===== src/rtl/sprite_move_ctrl.sv =====
`default_nettype none
// ============================================================================
// Module   : sprite_move_ctrl
// Brief    : Keyboard-driven sprite step controller. On a frame tick with a
//            due move key it computes a candidate centre, bounds-checks it,
//            asks an external collision prober, and emits a one-cycle
//            displacement commit or silently rejects the move.
// Revision : 1.0 - initial release
// ============================================================================
module sprite_move_ctrl #(
    parameter int STEP          = 1,
    parameter int SIZE          = 30,
    parameter int X_MIN         = 0,
    parameter int X_MAX         = 639,
    parameter int Y_MIN         = 0,
    parameter int Y_MAX         = 479,
    parameter int REPEAT_FRAMES = 8,
    parameter int TIMEOUT       = 255
) (
    input  logic       clk_i,
    input  logic       rst_ni,
    input  logic       frame_tick_i,
    input  logic [7:0] keycode_i,
    input  logic [9:0] pos_x_i,
    input  logic [9:0] pos_y_i,
    output logic       probe_req_o,
    output logic [9:0] probe_x_o,
    output logic [9:0] probe_y_o,
    input  logic       probe_ack_i,
    input  logic       probe_blocked_i,
    output logic       step_valid_o,
    output logic [9:0] step_dx_o,
    output logic [9:0] step_dy_o,
    output logic       busy_o,
    output logic       overrun_o,
    output logic       timeout_err_o
);

    localparam logic [2:0] S_IDLE   = 3'd0;
    localparam logic [2:0] S_CHECK  = 3'd1;
    localparam logic [2:0] S_PROBE  = 3'd2;
    localparam logic [2:0] S_COMMIT = 3'd3;
    localparam logic [2:0] S_REJECT = 3'd4;

    localparam logic [7:0] KEY_LEFT  = 8'h04;
    localparam logic [7:0] KEY_RIGHT = 8'h07;
    localparam logic [7:0] KEY_DOWN  = 8'h16;
    localparam logic [7:0] KEY_UP    = 8'h1A;

    localparam int WAIT_W = (TIMEOUT < 2) ? 1 : $clog2(TIMEOUT + 1);
    localparam int REP_W  = (REPEAT_FRAMES < 2) ? 1 : $clog2(REPEAT_FRAMES + 1);

    localparam logic [WAIT_W-1:0] WAIT_LAST = WAIT_W'(TIMEOUT - 1);
    localparam logic [REP_W-1:0]  REP_LAST  = REP_W'(REPEAT_FRAMES - 1);

    // Candidate arithmetic is done at 12 bits signed so a step past either
    // edge of the 10-bit coordinate space compares correctly.
    localparam logic signed [11:0] STEP_S = 12'(STEP);
    localparam logic signed [11:0] X_LO   = 12'(X_MIN + SIZE);
    localparam logic signed [11:0] X_HI   = 12'(X_MAX - SIZE);
    localparam logic signed [11:0] Y_LO   = 12'(Y_MIN + SIZE);
    localparam logic signed [11:0] Y_HI   = 12'(Y_MAX - SIZE);

    logic [2:0]        state_q, state_d;
    logic [7:0]        key_q, key_d;
    logic [REP_W-1:0]  rep_q, rep_d;
    logic [WAIT_W-1:0] wait_q, wait_d;
    logic [9:0]        probe_x_q, probe_x_d;
    logic [9:0]        probe_y_q, probe_y_d;
    logic              overrun_q, overrun_d;
    logic              timeout_q, timeout_d;

    logic              is_move_key;
    logic              move_due;
    logic              timeout_hit;
    logic              out_of_bounds;
    logic signed [11:0] dir_x, dir_y;
    logic signed [11:0] cand_x, cand_y;

    // Move-due decision, direction decode and candidate bounds check
    always_comb begin
        is_move_key = (keycode_i == KEY_LEFT) || (keycode_i == KEY_RIGHT) ||
                      (keycode_i == KEY_DOWN) || (keycode_i == KEY_UP);
        // A different key than the one last latched is a fresh press; the
        // same key becomes due again once the repeat count is exhausted.
        move_due    = is_move_key && ((keycode_i != key_q) || (rep_q == REP_LAST));
        timeout_hit = (wait_q == WAIT_LAST);

        // Direction comes from the latched key so keycode changes after the
        // tick cannot alter a move already in flight.
        dir_x = 12'sd0;
        dir_y = 12'sd0;
        case (key_q)
            KEY_LEFT:  dir_x = -STEP_S;
            KEY_RIGHT: dir_x =  STEP_S;
            KEY_DOWN:  dir_y =  STEP_S;
            KEY_UP:    dir_y = -STEP_S;
            default: begin
                dir_x = 12'sd0;
                dir_y = 12'sd0;
            end
        endcase

        cand_x = $signed({2'b00, pos_x_i}) + dir_x;
        cand_y = $signed({2'b00, pos_y_i}) + dir_y;
        out_of_bounds = (cand_x < X_LO) || (cand_x > X_HI) ||
                        (cand_y < Y_LO) || (cand_y > Y_HI);
    end

    // State register
    always_ff @(posedge clk_i or negedge rst_ni) begin
        if (!rst_ni) begin
            state_q <= S_IDLE;
        end else begin
            state_q <= state_d;
        end
    end

    // Next-state logic; an ack is checked before the timeout so a late ack wins
    always_comb begin
        state_d = state_q;
        case (state_q)
            S_IDLE: begin
                if (frame_tick_i && move_due) begin
                    state_d = S_CHECK;
                end
            end
            S_CHECK: begin
                state_d = out_of_bounds ? S_REJECT : S_PROBE;
            end
            S_PROBE: begin
                if (probe_ack_i) begin
                    state_d = probe_blocked_i ? S_REJECT : S_COMMIT;
                end else if (timeout_hit) begin
                    state_d = S_REJECT;
                end
            end
            S_COMMIT: state_d = S_IDLE;
            S_REJECT: state_d = S_IDLE;
            default:  state_d = S_IDLE;
        endcase
    end

    // Moore outputs; displacement is forced to zero outside COMMIT
    always_comb begin
        busy_o       = (state_q != S_IDLE);
        probe_req_o  = (state_q == S_PROBE);
        step_valid_o = (state_q == S_COMMIT);
        step_dx_o    = 10'd0;
        step_dy_o    = 10'd0;
        if (state_q == S_COMMIT) begin
            step_dx_o = dir_x[9:0];
            step_dy_o = dir_y[9:0];
        end
        probe_x_o     = probe_x_q;
        probe_y_o     = probe_y_q;
        overrun_o     = overrun_q;
        timeout_err_o = timeout_q;
    end

    // Next values for key latch, repeat counter, probe wait counter and flags
    always_comb begin
        key_d     = key_q;
        rep_d     = rep_q;
        wait_d    = wait_q;
        probe_x_d = probe_x_q;
        probe_y_d = probe_y_q;
        overrun_d = overrun_q;
        timeout_d = timeout_q;

        // The repeat schedule only advances on ticks the controller accepts;
        // ticks that land while busy are dropped and flagged instead.
        if (frame_tick_i) begin
            if (state_q == S_IDLE) begin
                if (!is_move_key) begin
                    key_d = 8'h00;
                    rep_d = '0;
                end else if (move_due) begin
                    key_d = keycode_i;
                    rep_d = '0;
                end else begin
                    rep_d = rep_q + REP_W'(1);
                end
            end else begin
                overrun_d = 1'b1;
            end
        end

        if (state_q == S_CHECK) begin
            probe_x_d = cand_x[9:0];
            probe_y_d = cand_y[9:0];
            wait_d    = '0;
        end

        if ((state_q == S_PROBE) && !probe_ack_i) begin
            if (timeout_hit) begin
                timeout_d = 1'b1;
            end else begin
                wait_d = wait_q + WAIT_W'(1);
            end
        end
    end

    // Datapath registers
    always_ff @(posedge clk_i or negedge rst_ni) begin
        if (!rst_ni) begin
            key_q     <= 8'h00;
            rep_q     <= '0;
            wait_q    <= '0;
            probe_x_q <= 10'd0;
            probe_y_q <= 10'd0;
            overrun_q <= 1'b0;
            timeout_q <= 1'b0;
        end else begin
            key_q     <= key_d;
            rep_q     <= rep_d;
            wait_q    <= wait_d;
            probe_x_q <= probe_x_d;
            probe_y_q <= probe_y_d;
            overrun_q <= overrun_d;
            timeout_q <= timeout_d;
        end
    end

endmodule
`default_nettype wire


===== config.mk =====
export PLATFORM = sky130hd
export DESIGN_NAME = sprite_move_ctrl
export DESIGN_NICKNAME = d
export VERILOG_FILES = /design/src/rtl/sprite_move_ctrl.sv
export SDC_FILE = /design/constraint.sdc
export NUM_CORES = 1
export LEC_CHECK = 0
export ABC_AREA = 1
export CAP_MARGIN = 20
export CORE_UTILIZATION = 48
export CTS_CLUSTER_DIAMETER = 30
export DETAILED_ROUTE_END_ITERATION = 8
export MAX_ROUTING_LAYER = met4
export PLACE_DENSITY_LB_ADDON = 0.3
export SYNTH_ARGS = -nofsm -noshare
export SYNTH_HDL_FRONTEND = slang
export SYNTH_SLANG_ARGS = --single-unit

===== constraint.sdc =====
create_clock -name clk_i -period 2.59 [get_ports clk_i]
set_clock_uncertainty 0.1 [all_clocks]
set_input_delay 0.518 -clock clk_i [delete_from_list [all_inputs] [get_ports clk_i]]
set_output_delay 0.518 -clock clk_i [all_outputs]
set_load 0.02 [all_outputs]

==> notes.md, run 1 <==
The full implementation flow was run.

The met3 layer wire length in the routed design stands at ~530 um. The share of the clock period used by the worst path stands at 1.10. The total power consumption of the routed design stands at around 0.003 W. Per the TritonCTS log, the buffer count is 5.

The final reports fail on negative setup slack. The netlist area before placement stands at approximately 3800 um2. Across every metal layer, demand over resource in global routing totals 0.250. The share of synthesized area in the top cell type comes to 0.294. The global-route congestion overflow total stands at 0. Listed in order, past its start point the critical path passes inv_2, nor4_4, nand4_1, nand2_1, ha_2, inv_2, fa_2, inv_2, buf_6, nand2_4, nand2_2, nor2_1, nand3_1, nor2_1, nor2_1, nand4_1, nand2_1, nor2_2, nand4_1, nand3_1.

The synthesis stat section lists a flop and latch total of between 40 and 50. Counting every net in the synthesized netlist gives approximately 620. The fraction of synthesis flops using an asynchronous set or reset pin stands at 1.00. The pre-antenna-repair detailed-routing pass consisted of 5 iterations. The layout report lists the non-clock buffer share of cell area as 0.239. For this configuration, the core starts out at a cell density of 0.496. The run finished, with violations left. The internal power component stands at approximately 0.0017 W. The max-slew violation count stands at 0. The wire length per cell after detailed routing stands at 12.2 um. After clock tree synthesis, the clock-pin slew on the worst setup and hold paths is around 0.090 ns.

The met3 routing resource usage after global routing stands at 0.0360. The critical path data required time stands at between 2 and 3 ns. The time the worst path needs with I/O delays and setup stands at 2.84 ns. The final timing report counts setup violations totalling 2. Setup slack on the critical path of the routed design comes to -0.253 ns.

By count the netlist is led by nand2_1, inv_1, dfrtp_1, nor2_1, nand3_1.
==> run_1/layers.png <==
The bar under the picture is 20 um long.
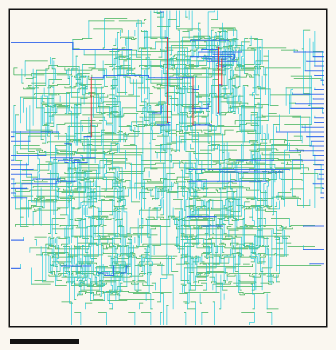
Key: cyan = M2 [wire length 4890 um]; blue = M3 [wire length 535 um]; green = M1 [wire length 4310 um]; red = M4 [wire length 81.6 um]

==> run_1/gates.png <==
The bar under the picture is 20 um long.
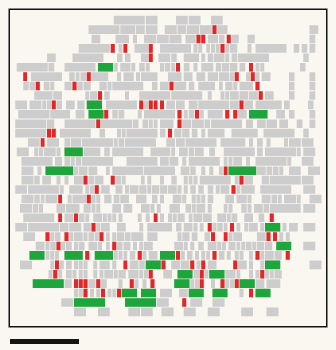
Key: green = fa/ha/maj cells [cells 27]; red = inv cells [cells 92, where widely spread]

==> run_1/ff_map.png <==
The bar under the picture is 20 um long. Other sequential cells in the stronger grey, the rest of the logic in the fainter grey.
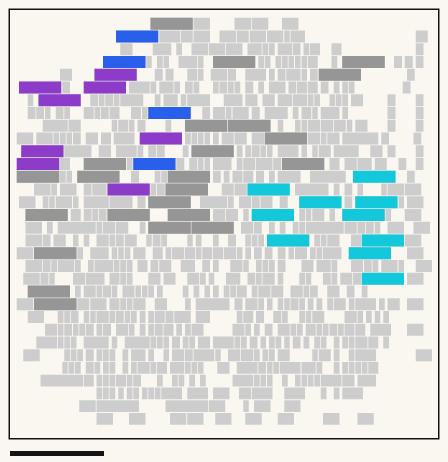
Key: purple = `wait_q` [sequential cells 8, where upper left]; blue = `rep_q` [sequential cells 4]; cyan = `probe_x_o` [sequential cells 10, where middle right]
Another 23 sequential cells are not coloured.

==> run_1/closeup.png <==
The bar under the picture is 5 um long. Region (36, 54) to (56, 74) um. Cells in grey, sequential cells in the stronger grey; small squares are vias.
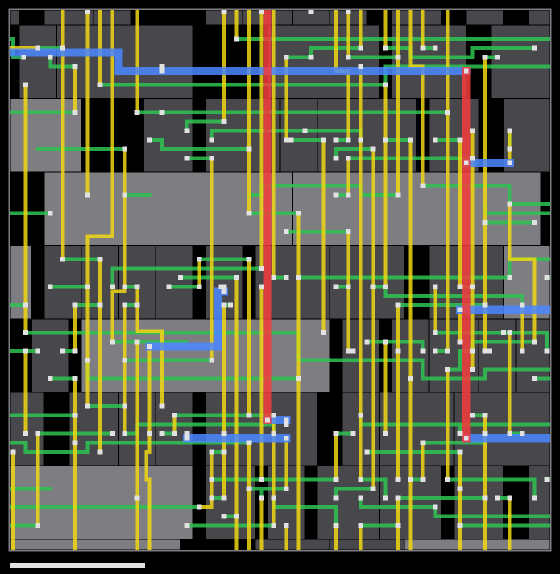
Key: yellow = M2; blue = M3; green = M1; red = M4
Most frequent: buf_4 (7), inv_1 (6). Sequential cells in the window: 4. Netlist names of flops here include `key_q` (3), `state_q` (1). 42 logic cells have their middle in the window.

==> run_1/congestion_map.png <==
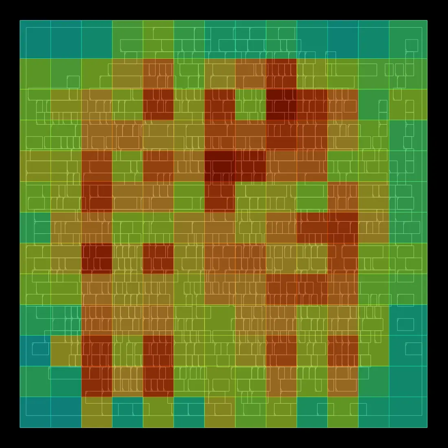

## Run 2: what changed since run 1
==> constraint.sdc (replaced) <==
create_clock -name clk_i -period 2.59 [get_ports clk_i]
set_clock_uncertainty 0.1 [all_clocks]
set_input_delay 0.3885 -clock clk_i [delete_from_list [all_inputs] [get_ports clk_i]]
set_output_delay 0.3885 -clock clk_i [all_outputs]
set_load 0.02 [all_outputs]
==> run_2/congestion_map.png <==
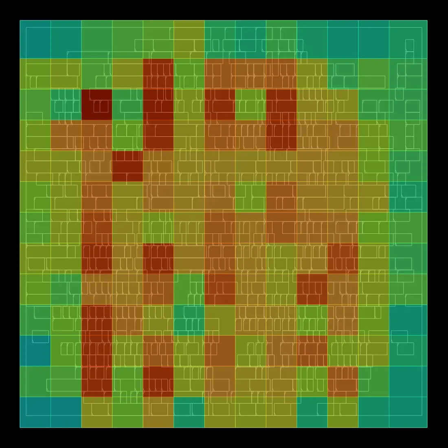
met1 layer usage reported by global route: 0.315
busiest layer in global routing: met2
overall track demand over capacity in global routing: 0.247
Util after Layout: 0.681

==> notes.md, run 2 <==
The full implementation flow was run.

The synthesized net count stands at about 620. Sorting the synthesized cells by how often they occur yields nand2_1, inv_1, dfrtp_1, nor2_1, nand3_1. The number of iterations in the first detailed-routing pass stands at 6. The final count of negative-setup-slack endpoints stands at 2. The netlist area before placement stands at 3830 um2. Routing resource usage on met3 recorded by global route was 0.0318. For this run the aggregate overflow at the end of global routing stands at 0. Counting pins that exceed their max-slew limit in the final report gives 0. After clock tree synthesis, the clock-pin slew on the worst setup and hold paths is 0.09 ns.

Dividing the final minimum period by the clock period gives 1.09. Buffers inserted during clock tree synthesis total 5. The time the worst path needs with I/O delays and setup stands at roughly 2.8 ns. The flow ran to the end, but the final reports show violations. The fraction of synthesis flops using an asynchronous set or reset pin stands at 1.00. The worst path setup slack after routing stands at -0.227 ns. The synthesis stat section lists a flop and latch total of between 40 and 50.

The initial utilization of the core area, before any placement, comes to 0.496. The layout report lists the non-clock buffer share of cell area as 0.234. In this run the critical path is formed by inv_2, nor4_4, nand4_1, nand2_2, ha_4, inv_2, fa_2, a21boi_2, nand2_1, nor2_1, nand2_1, nand3_1, nand2_1, nor2_2, nand3_1, nand2_1, a21oi_2. The top cell type's share of synthesized area stands at 0.294. The script logs the mean routed wire length per placed instance as approximately 12 um.

Wire segments on met3 add up to approximately 430 um in the final route. The checks that failed: negative setup slack.
Power is estimated from default activity; no workload was simulated.
